### src/rtl/npc_svm_sequencer_if.sv
// rtl/npc_svm_sequencer_if.sv - double-buffered config handshake channel for the SVM sequencer
interface npc_svm_sequencer_if #(
  parameter int CNT_W = 16,
  parameter int NSEG  = 4
);
  logic                  cfg_valid;
  logic                  cfg_ready;
  logic [1:0]            cfg_nseg;
  logic [5*NSEG-1:0]     cfg_states;
  logic [CNT_W*NSEG-1:0] cfg_dwell;

  modport master (output cfg_valid, cfg_nseg, cfg_states, cfg_dwell, input cfg_ready);
  modport slave  (input cfg_valid, cfg_nseg, cfg_states, cfg_dwell, output cfg_ready);
endinterface

### src/rtl/npc_svm_sequencer.sv
// rtl/npc_svm_sequencer.sv - centre-aligned NPC state sequencer with shadow config and trip latch
module npc_svm_sequencer #(
  parameter int         CNT_W      = 16,
  parameter int         NSEG       = 4,
  parameter logic [4:0] SAFE_STATE = 5'd0
) (
  input  logic               clk,
  input  logic               rst,
  input  logic               en,
  input  logic               trip,
  input  logic               fault_clr,
  npc_svm_sequencer_if.slave cfg,
  output logic [4:0]         state,
  output logic [1:0]         seg_idx,
  output logic               dir,
  output logic               period_end,
  output logic               running,
  output logic               fault
);
  typedef enum logic [1:0] {IDLE, RUN, FAULT} fsm_t;

  fsm_t                  fsm_q, fsm_d;
  logic [1:0]            seg_q, seg_d;
  logic                  dir_q, dir_d;
  logic [CNT_W-1:0]      cnt_q, cnt_d;
  logic [4:0]            state_q, state_d;

  logic                  shadow_full, act_valid;
  logic [1:0]            sh_nseg, act_nseg;
  logic [5*NSEG-1:0]     sh_states, act_states;
  logic [CNT_W*NSEG-1:0] sh_dwell, act_dwell;

  logic                  swap, nx_valid, pe_w;
  logic [5*NSEG-1:0]     nx_states;
  logic [CNT_W*NSEG-1:0] nx_dwell;

  function automatic logic [CNT_W-1:0] eff_dwell(input logic [CNT_W*NSEG-1:0] d, input logic [1:0] k);
    logic [CNT_W-1:0] v;
    v = d[CNT_W*int'(k) +: CNT_W];
    return (v == '0) ? CNT_W'(1) : v;
  endfunction

  assign pe_w      = (fsm_q == RUN) && dir_q && (seg_q == 2'd0) && (cnt_q == CNT_W'(1));
  assign swap      = shadow_full && ((fsm_q == IDLE) || pe_w);
  // A restart in the swap cycle must already see the new config.
  assign nx_states = swap ? sh_states : act_states;
  assign nx_dwell  = swap ? sh_dwell  : act_dwell;
  assign nx_valid  = act_valid || swap;

  always_ff @(posedge clk) begin
    if (rst) begin
      shadow_full <= 1'b0;
      act_valid   <= 1'b0;
    end else begin
      if (swap) begin
        act_nseg   <= sh_nseg;
        act_states <= sh_states;
        act_dwell  <= sh_dwell;
        act_valid  <= 1'b1;
      end
      if (cfg.cfg_valid && cfg.cfg_ready) begin
        sh_nseg     <= cfg.cfg_nseg;
        sh_states   <= cfg.cfg_states;
        sh_dwell    <= cfg.cfg_dwell;
        shadow_full <= 1'b1;
      end else if (swap) begin
        shadow_full <= 1'b0;
      end
    end
  end

  always_ff @(posedge clk) begin
    if (rst) begin
      fsm_q   <= IDLE;
      seg_q   <= 2'd0;
      dir_q   <= 1'b0;
      cnt_q   <= '0;
      state_q <= SAFE_STATE;
    end else begin
      fsm_q   <= fsm_d;
      seg_q   <= seg_d;
      dir_q   <= dir_d;
      cnt_q   <= cnt_d;
      state_q <= state_d;
    end
  end

  always_comb begin
    fsm_d   = fsm_q;
    seg_d   = seg_q;
    dir_d   = dir_q;
    cnt_d   = cnt_q;
    state_d = state_q;
    case (fsm_q)
      IDLE: begin
        seg_d   = 2'd0;
        dir_d   = 1'b0;
        state_d = SAFE_STATE;
        if (en && nx_valid) begin
          fsm_d   = RUN;
          cnt_d   = eff_dwell(nx_dwell, 2'd0);
          state_d = nx_states[4:0];
        end
      end
      RUN: begin
        if (cnt_q > CNT_W'(1)) begin
          cnt_d = cnt_q - CNT_W'(1);
        end else if (pe_w) begin
          seg_d = 2'd0;
          dir_d = 1'b0;
          if (en) begin
            cnt_d   = eff_dwell(nx_dwell, 2'd0);
            state_d = nx_states[4:0];
          end else begin
            fsm_d   = IDLE;
            state_d = SAFE_STATE;
          end
        end else begin
          // Middle segment is visited twice: the turn-around keeps seg and flips dir.
          if (!dir_q) begin
            if (seg_q < act_nseg) seg_d = seg_q + 2'd1;
            else                  dir_d = 1'b1;
          end else begin
            seg_d = seg_q - 2'd1;
          end
          cnt_d   = eff_dwell(act_dwell, seg_d);
          state_d = act_states[5*int'(seg_d) +: 5];
        end
      end
      default: begin
        seg_d   = 2'd0;
        dir_d   = 1'b0;
        state_d = SAFE_STATE;
        if (fault_clr && !trip) fsm_d = IDLE;
      end
    endcase
    if (trip) begin
      fsm_d   = FAULT;
      seg_d   = 2'd0;
      dir_d   = 1'b0;
      state_d = SAFE_STATE;
    end
  end

  assign cfg.cfg_ready = !shadow_full;
  assign state         = state_q;
  assign seg_idx       = seg_q;
  assign dir           = dir_q;
  assign period_end    = pe_w;
  assign running       = (fsm_q == RUN);
  assign fault         = (fsm_q == FAULT);
endmodule

### src/flat_wrapper.sv
// flat-port wrapper written by rule: the top's interface ports become plain ports
module npc_svm_sequencer_flat 
#(
  parameter int         CNT_W      = 16,
  parameter int         NSEG       = 4,
  parameter logic [4:0] SAFE_STATE = 5'd0
)
  (clk, rst, en, trip, fault_clr, state, seg_idx, dir, period_end, running, fault, cfg_cfg_valid, cfg_cfg_nseg, cfg_cfg_states, cfg_cfg_dwell, cfg_cfg_ready);
  npc_svm_sequencer_if #(.CNT_W(CNT_W), .NSEG(NSEG)) cfg_i ();
  input  logic clk;
  input  logic rst;
  input  logic en;
  input  logic trip;
  input  logic fault_clr;
  output logic [4:0] state;
  output logic [1:0] seg_idx;
  output logic dir;
  output logic period_end;
  output logic running;
  output logic fault;
  input wire logic [$bits(cfg_i.cfg_valid)-1:0] cfg_cfg_valid;
  input wire logic [$bits(cfg_i.cfg_nseg)-1:0] cfg_cfg_nseg;
  input wire logic [$bits(cfg_i.cfg_states)-1:0] cfg_cfg_states;
  input wire logic [$bits(cfg_i.cfg_dwell)-1:0] cfg_cfg_dwell;
  output wire logic [$bits(cfg_i.cfg_ready)-1:0] cfg_cfg_ready;
  assign cfg_i.cfg_valid = cfg_cfg_valid;
  assign cfg_i.cfg_nseg = cfg_cfg_nseg;
  assign cfg_i.cfg_states = cfg_cfg_states;
  assign cfg_i.cfg_dwell = cfg_cfg_dwell;
  assign cfg_cfg_ready = cfg_i.cfg_ready;
  npc_svm_sequencer #(.CNT_W(CNT_W), .NSEG(NSEG), .SAFE_STATE(SAFE_STATE)) u_core (.clk(clk), .rst(rst), .en(en), .trip(trip), .fault_clr(fault_clr), .cfg(cfg_i), .state(state), .seg_idx(seg_idx), .dir(dir), .period_end(period_end), .running(running), .fault(fault));
endmodule
### config.mk
export PLATFORM = sky130hd
export DESIGN_NAME = npc_svm_sequencer_flat
export DESIGN_NICKNAME = d
export VERILOG_FILES = /design/src/rtl/npc_svm_sequencer_if.sv /design/src/rtl/npc_svm_sequencer.sv /design/src/flat_wrapper.sv
export SDC_FILE = /design/constraint.sdc
export NUM_CORES = 1
export LEC_CHECK = 0
export ABC_CLOCK_PERIOD_IN_PS = 8300
export CORE_MARGIN = 2
export CORE_UTILIZATION = 50
export CTS_CLUSTER_SIZE = 10
export DETAILED_ROUTE_END_ITERATION = 16
export PLACE_DENSITY = 0.84
export SLEW_MARGIN = 15
export SYNTH_ARGS = -nofsm -noshare
export SYNTH_HDL_FRONTEND = slang
export SYNTH_SLANG_ARGS = --single-unit
### constraint.sdc
create_clock -name clk -period 8.3 [get_ports clk]
set_input_delay 0.83 -clock clk [delete_from_list [all_inputs] [get_ports clk]]
set_output_delay 0.83 -clock clk [all_outputs]
set_load 0.005 [all_outputs]
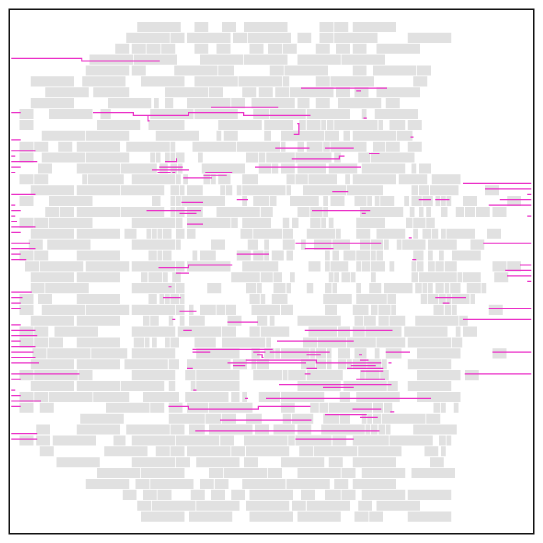
Figure 1: run 1, met3 routing.
Scale: 4 px per um.
share of all routed wire: 6.1%
main direction: horizontal
wire length on this layer: 1050 um
GRT met3 Usage: 5.05%
Routed WL: 17.2 mm
Vias: 4958

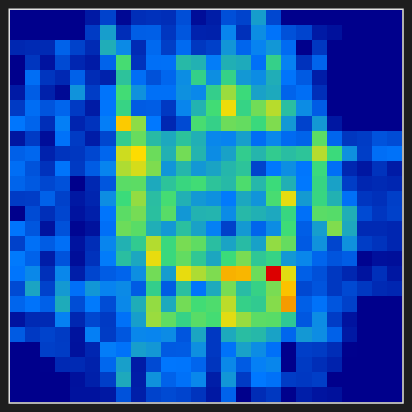
Figure 2: run 1, wiring heat map.
Scale: 3 px per um. The die is cut into 26 by 26 equal tiles; dark blue is low, red is high, scaled to the fullest tile. Values are wire area over tile area, all layers added.
mean over tiles: 0.16
tiles over half the peak: 11%
nearly empty tiles: 15%
densest ninth of the die: centre
GRT Total Usage: 20.9%
per-cell routed wire length: 19.4 um

==> impl_metrics.env, run 1 <==
# physical design summary
export IMPL_setup_viol=0
export IMPL_yosys_area_share_adder_pct=0.623
export IMPL_num_nets_final=752
export IMPL_ys_seq_share_pct=71.3
export IMPL_most_common_cell="edfxtp_1"
export IMPL_compound_area_share_pct=7.49
export IMPL_fill_cells=1153
export IMPL_critical_path_class="in2reg"
export IMPL_ys_sh_mux_pct=7.43
export IMPL_cts_htree_levels=4
export IMPL_crit_path_end_kind="flip-flop"
export IMPL_rows=46
export IMPL_finalCriticalPeriod_ps=3490
export IMPL_gr_total_overflow=0
export IMPL_layout_cells_non_filler=885
export IMPL_max_freq_mhz=287
export IMPL_fin_tns_setup_ps=0
export IMPL_place_inst=853
export IMPL_max_stage_delay_ps=760
export IMPL_worst_r2r_setup_slack_ps=4830
export IMPL_rr_startpoint="u_core.cnt_q[8]$_SDFFE_PP0P_"
export IMPL_cp_start_kind="input pin"
export IMPL_clockRootBuffer="clkbuf_16"
export IMPL_holdBufCountCts=0
export IMPL_hp_start="u_core.sh_dwell[22]$_DFFE_PP_"
export IMPL_top_area_share_pct=64.3
export IMPL_top_cells_by_area="edfxtp_1 (64%), dfxtp_1 (7.0%), mux2i_1 (4.1%)"
export IMPL_ctsResizeCount=0
export IMPL_crit_path_top_delay_cell="inv_1"
export IMPL_synthTopCellsByCount="edfxtp_1 (172), nand2_1 (55), nor2_1 (36), mux2i_1 (33), dfxtp_1 (28)"
export IMPL_cpMostUsedCell="buf_4"
export IMPL_coreArea_sq_um=15800
export IMPL_synth_simple_area_share_pct=9.61
export IMPL_cts_sinks=200
export IMPL_syn_inst=549
export IMPL_r2r_cells=7
export IMPL_firstDrtPassIters=6
export IMPL_n_antenna_cell=0
export IMPL_cp_required_ps=8350
export IMPL_power_leakage_nw=3.49
export IMPL_drv_cap=0
export IMPL_ys_sh_xor_pct=1.42
export IMPL_ir_worst_vdd_mv=0.136
export IMPL_die_w_um=131
export IMPL_synth_area_leader_cell="edfxtp_1"
export IMPL_first_iter_violations=459
export IMPL_yosys_warnings=0
export IMPL_synthesis_area_sq_um=8030
export IMPL_worstPathArrival_ps=3540
export IMPL_io_buffers=103
export IMPL_hold_depth=0
export IMPL_detail_route_vias_per_cell=5.60
export IMPL_slew_viol_final=0
export IMPL_fp_utilization_pct=50.9
export IMPL_ys_cells=549
export IMPL_hold_class="reg2reg"
export IMPL_postLayoutCoreUtil_pct=62.8
export IMPL_clock_latency_ps=420
export IMPL_clock_skew_ps=6.45
export IMPL_worst_pin_slew_ps=1060
export IMPL_r2r_end="u_core.act_states[14]$_DFFE_PP_"
export IMPL_outcome="finished clean"
export IMPL_ys_ff=200
export IMPL_chip_area_sq_um=17100
export IMPL_finalClockPeriodUsage_pct=42.0
export IMPL_ys_types=51
export IMPL_synthArstFlopShare_pct=0
export IMPL_p_total_mw=2.21
export IMPL_post_cts_buffers=0
export IMPL_io_pins=104
export IMPL_syn_nets=645
export IMPL_die_h_um=131
export IMPL_avgSynthCellArea_sq_um=14.6
export IMPL_crit_chain="clkdlybuf4s50_1, buf_4, inv_1, and3_4, buf_4"
export IMPL_grt_pass1_wl_mm=26.3
export IMPL_openroad_warnings=27
export IMPL_cts_buffer_depth=2
export IMPL_pwr_density_cell_nw_per_um2=224
export IMPL_hold_path_end="u_core.act_dwell[22]$_DFFE_PP_"
export IMPL_drc_errors=0
export IMPL_synth_edff_count=172
export IMPL_ant_nets=0
export IMPL_rsz0062_at_grt="no"
export IMPL_top_logic_kind="simple AND/OR/NAND/NOR gates"
export IMPL_clkTransAtPathRegs_ps=60
export IMPL_antenna_found_initial=0
export IMPL_cts_buffers_inserted=17
export IMPL_crit_path_max_fanout=60
export IMPL_grt_max_degree=61
export IMPL_ys_chip_area_sq_um=8030
export IMPL_grt_pass1_vias=5015
export IMPL_dpl_hpwl_mm=11.8
export IMPL_ys_flop_type="edfxtp_1"
export IMPL_drive_above_1_share_pct=10.8
export IMPL_routabilityCongestion=0.866
export IMPL_cts_tree="done"
export IMPL_final_hold_viol_count=0
export IMPL_syn_to_final_growth_pct=23.3
export IMPL_max_slew_margin_pct=29.0
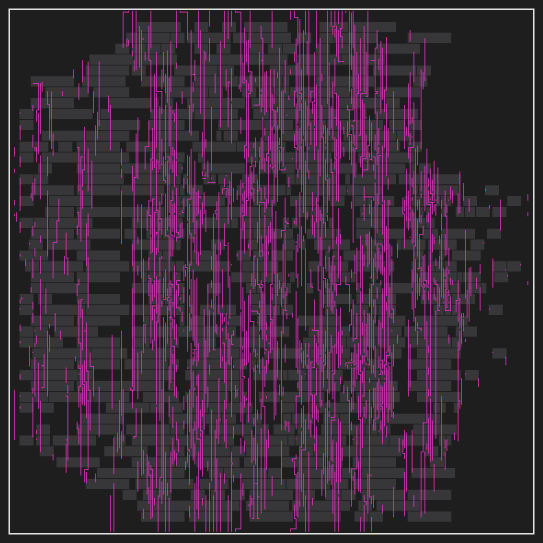
Figure 3: run 1, metal 2.
Scale: 4 px per um.
main direction: vertical
wire length on this layer: 8680 um
nets with wire on the layer: 659
met2 usage: 34.7%

[run 1: cell families (layout without fill, tap and decap cells)]
family / Yosys count / in the layout
AND-OR/OR-AND: 79 / 79
XOR/XNOR: 13 / 13
adder cells (fa/ha/maj): 4 / 4
buffers and inverters: 42 / 162
flip-flops: 200 / 200
multiplexers: 55 / 55
AND/OR/NAND/NOR: 156 / 156
[run 1: how the worst max path moves through the flow]
stage	from	end	slack [ps]
floorplan	u_core.cnt_q[2]$_SDFFE_PP0P_	u_core.act_dwell[16]$_DFFE_PP_	3210
CTS	u_core.cnt_q[8]$_SDFFE_PP0P_	u_core.act_dwell[29]$_DFFE_PP_	4790
global placement	rst	u_core.sh_states[9]$_DFFE_PP_	4460
detailed placement	rst	u_core.sh_states[19]$_DFFE_PP_	4400
global route	u_core.cnt_q[2]$_SDFFE_PP0P_	u_core.act_states[19]$_DFFE_PP_	4570
finish	rst	u_core.sh_states[16]$_DFFE_PP_	4810
[run 1: power breakdown]
group / internal, mW / switching (mW) / total [mW]
Sequential: 1.15 / 0.0316 / 1.18
Clock: 0.472 / 0.340 / 0.812
Combinational: 0.109 / 0.114 / 0.223
[run 1: critical path: cells and delay by family]
kind | cells | cell delay [ps]
buffers and inverters | 4 | 2050
AND/OR/NAND/NOR | 1 | 570
[run 1: per-layer routing]
layer | track usage (%) | vias up | wire (um)
met5 | 0 | - | 0
met4 | 8.07 | 0 | 399
met3 | 5.05 | 32 | 1050
met2 | 34.7 | 197 | 8680
met1 | 26.8 | 2400 | 7080
li1 | - | 2329 | -
[run 1: through the flow]
stage,cell area (sq um),setup slack [ps],hold slack [ps]
floorplan,8030,3210,400
global placement,9320,4460,403
detailed placement,9320,4400,405
CTS,9900,4790,419
global route,9900,4570,424
finish,9900,4810,418
[run 1: sequential cells by signal (all words and copies together) (netlist names), 2 cells and up]
register,count
u_core.state,5
u_core.act_dwell,64
u_core.act_states,20
u_core.sh_nseg,2
u_core.cnt_q,16
u_core.fsm_q,2
u_core.act_nseg,2
u_core.sh_states,20
u_core.seg_idx,2
u_core.sh_dwell,64
[run 1: layout make-up]
| type | count | area [sq um] | area share [%] |
|---|---|---|---|
| sequential | 200 | 5730 | 57.8 |
| multi-input combinational | 307 | 2160 | 21.8 |
| timing repair buffer | 110 | 1080 | 10.9 |
| clock buffer | 19 | 433 | 4.37 |
| tap | 216 | 270 | 2.73 |
| clock inverter | 13 | 154 | 1.55 |
| inverter | 20 | 75.1 | 0.758 |
[run 1: cells in the final DEF (no fill, tap or decap), drive strengths merged, types with 2 or more instances in the layout]
cell	netlist	routed
or2	3	3
clkdlybuf4s50	0	103
a21oi	12	12
or4	4	4
edfxtp	172	172
buf	5	7
xor2	8	8
o221ai	6	6
a211oi	13	13
nand2b	2	2
o21ai	10	10
nor2	36	36
clkbuf	17	19
nand2	55	55
nand3	9	9
mux2	22	22
clkinv	1	8
nor4	17	17
a311oi	4	4
o211ai	5	5
and3	8	8
nor3	13	13
ha	4	4
a2111oi	2	2
and2	2	2
inv	19	20
nor2b	2	2
a221oi	3	3
a222oi	11	11
xnor2	5	5
o211a	2	2
a31oi	6	6
or3	3	3
clkinvlp	0	2
bufinv	0	3
mux2i	33	33
dfxtp	28	28
==> run 2, diff against run 1 <==
- ABC_CLOCK_PERIOD_IN_PS: 8300 -> 3490
- clock period: 8.3 -> 3.49 ns (I/O delays scaled with it)
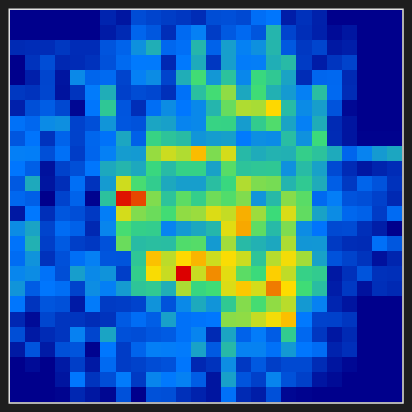
Figure 4: run 2, wiring heat map.
Scale: 3 px per um. The die is cut into 26 by 26 equal tiles; dark blue is low, red is high, scaled to the fullest tile. Values are wire area over tile area, all layers added.
mean over tiles: 0.16
fullest tile: 0.64
tiles over half the peak: 13%
densest ninth of the die: centre
Vias: 5001
per-cell routed wire length: 19.4 um
Routed WL: 17.2 mm
GRT Total Usage: 21.2%

==> impl_metrics.env, run 2 <==
# physical design summary
export IMPL_outcome="finished clean"
export IMPL_p_total_mw=5.36
export IMPL_hold_ws_ps=418
export IMPL_final_cell_mix="edfxtp_1 (172), clkdlybuf4s50_1 (103), nand2_1 (55), nor2_1 (35), mux2i_1 (33)"
export IMPL_clock_latency_ps=430
export IMPL_clkTransAtPathRegs_ps=70
export IMPL_power_leakage_nw=3.54
export IMPL_grt_pass1_vias=5103
export IMPL_ctsResizeCount=0
export IMPL_rows=46
export IMPL_synth_area_leader_cell="edfxtp_1"
export IMPL_setup_viol=0
export IMPL_cp_start_kind="flip-flop"
export IMPL_chip_area_sq_um=17100
export IMPL_ant_nets=0
export IMPL_worstPathArrival_ps=3460
export IMPL_synthTopCellsByCount="edfxtp_1 (172), nand2_1 (55), nor2_1 (36), mux2i_1 (33), dfxtp_1 (28)"
export IMPL_n_antenna_cell=0
export IMPL_post_cts_buffers=0
export IMPL_top_regs="u_core.act_dwell: 64 flops, u_core.sh_dwell: 64 flops"
export IMPL_critical_path_class="reg2reg"
export IMPL_ys_chip_area_sq_um=8030
export IMPL_finalClockPeriodUsage_pct=88.4
export IMPL_wl_met2_mm=8.36
export IMPL_io_pins=104
export IMPL_cp_required_ps=3860
export IMPL_cts_buffer_depth=2
export IMPL_drt_met1_wl_mm=7.35
export IMPL_routabilityCongestion=0.924
export IMPL_fin_tns_setup_ps=0
export IMPL_worst_pin_slew_ps=1060
export IMPL_top_cells_by_area="edfxtp_1 (64%), dfxtp_1 (7.0%), mux2i_1 (4.1%)"
export IMPL_yosys_warnings=0
export IMPL_worst_r2r_setup_slack_ps=400
export IMPL_top_area_share_pct=64.3
export IMPL_ys_ff=200
export IMPL_die_h_um=131
export IMPL_drc_errors=0
export IMPL_grt_pass1_wl_mm=26.9
export IMPL_grt_max_degree=66
export IMPL_cts_buffers_inserted=17
export IMPL_slew_viol_final=0
export IMPL_synthArstFlopShare_pct=0
export IMPL_cts_htree_levels=4
export IMPL_postLayoutCoreUtil_pct=63.3
export IMPL_ys_types=51
export IMPL_coreArea_sq_um=15800
export IMPL_synth_edff_count=172
export IMPL_syn_nets=645
export IMPL_clockRootBuffer="clkbuf_16"
export IMPL_clock_skew_ps=9.37
export IMPL_wl_met3_mm=1.17
export IMPL_cts_tree="done"
export IMPL_setup_slack_ps=403
export IMPL_antenna_found_initial=0
export IMPL_cts_sinks=200
export IMPL_drv_cap=0
export IMPL_ir_worst_vdd_mv=0.351
export IMPL_num_nets_final=756
export IMPL_detail_route_vias_per_cell=5.63
export IMPL_fp_utilization_pct=50.9
export IMPL_hold_class="reg2reg"
export IMPL_syn_to_final_growth_pct=24.3
export IMPL_most_common_cell="edfxtp_1"
export IMPL_rsz0062_at_grt="no"
export IMPL_avgSynthCellArea_sq_um=14.6
export IMPL_first_iter_violations=568
export IMPL_io_buffers=103
export IMPL_finalCriticalPeriod_ps=3090
export IMPL_pwr_density_cell_nw_per_um2=537
export IMPL_crit_path_end_kind="flip-flop"
export IMPL_ys_flop_type="edfxtp_1"
export IMPL_max_slew_margin_pct=29.0
export IMPL_placed_area_sq_um=9370
export IMPL_drive_above_1_share_pct=11.7
export IMPL_die_w_um=131
export IMPL_synthesis_area_sq_um=8030
export IMPL_openroad_warnings=27
export IMPL_place_inst=857
export IMPL_firstDrtPassIters=7
export IMPL_max_freq_mhz=324
export IMPL_top_layer_used="met4"
export IMPL_post_place_ws_ps=520
export IMPL_layout_cells_non_filler=889
export IMPL_lay_top_count="edfxtp_1"
export IMPL_ys_seq_share_pct=71.3
export IMPL_fin_area_sq_um=9980
export IMPL_dpl_hpwl_mm=11.9
export IMPL_syn_inst=549
export IMPL_gr_total_overflow=0
export IMPL_ys_cells=549
export IMPL_holdBufCountCts=0
export IMPL_final_hold_viol_count=0
export IMPL_crit_path_max_fanout=8
-- run 2: cell type report --
class	count	area [sq um]
Fill cell	1118	5790
Sequential cell	200	5730
Multi-Input combinational cell	307	2160
Timing Repair Buffer	114	1140
Clock buffer	17	425
Tap cell	216	270
Clock inverter	15	188
Inverter	20	75.1
-- run 2: cells by family after synthesis --
kind of cell               synth area share (%)
AOI/OAI and AO/OA                          7.49
xor gates and xnor gates                   1.42
adders and majority gates                 0.623
buffers and inverters                      2.12
DFF                                        71.3
muxes                                      7.43
and+or+nand+nor                            9.61
-- run 2: final timing paths --
path | cells after the start | startpoint | to
worst min-delay path | 0 | u_core.sh_dwell[25]$_DFFE_PP_ | u_core.act_dwell[25]$_DFFE_PP_
worst min register to register | 0 | u_core.sh_dwell[25]$_DFFE_PP_ | u_core.act_dwell[25]$_DFFE_PP_
worst max register to register | 8 | u_core.cnt_q[8]$_SDFFE_PP0P_ | u_core.cnt_q[0]$_SDFFE_PP0P_
worst max-delay path | 8 | u_core.cnt_q[8]$_SDFFE_PP0P_ | u_core.cnt_q[0]$_SDFFE_PP0P_
-- run 2: layer usage --
metal / global-route usage (%) / up-vias
met5: 0 / -
met1: 28.6 / 2392
met2: 34.3 / 232
met4: 8.26 / 0
li1: - / 2348
met3: 4.40 / 29
-- run 2: critical path, cell delays in order, from the launching register on --
cell and delay [ps]:
dfxtp_1 370, or4_4 600, nor4_4 280, o211ai_1 360
nor3_2 580, inv_1 100, nor4_1 360, and4bb_1 240
o31a_1 130
-- run 2: power breakdown --
| part | leakage [nW] | switching, mW | total [mW] | internal (mW) |
|---|---|---|---|---|
| logic | 1.41 | 0.270 | 0.535 | 0.265 |
| registers | 1.83 | 0.0765 | 2.80 | 2.73 |
| clock network | 0.299 | 0.876 | 2.02 | 1.14 |
Power and IR drop assume default switching activity.
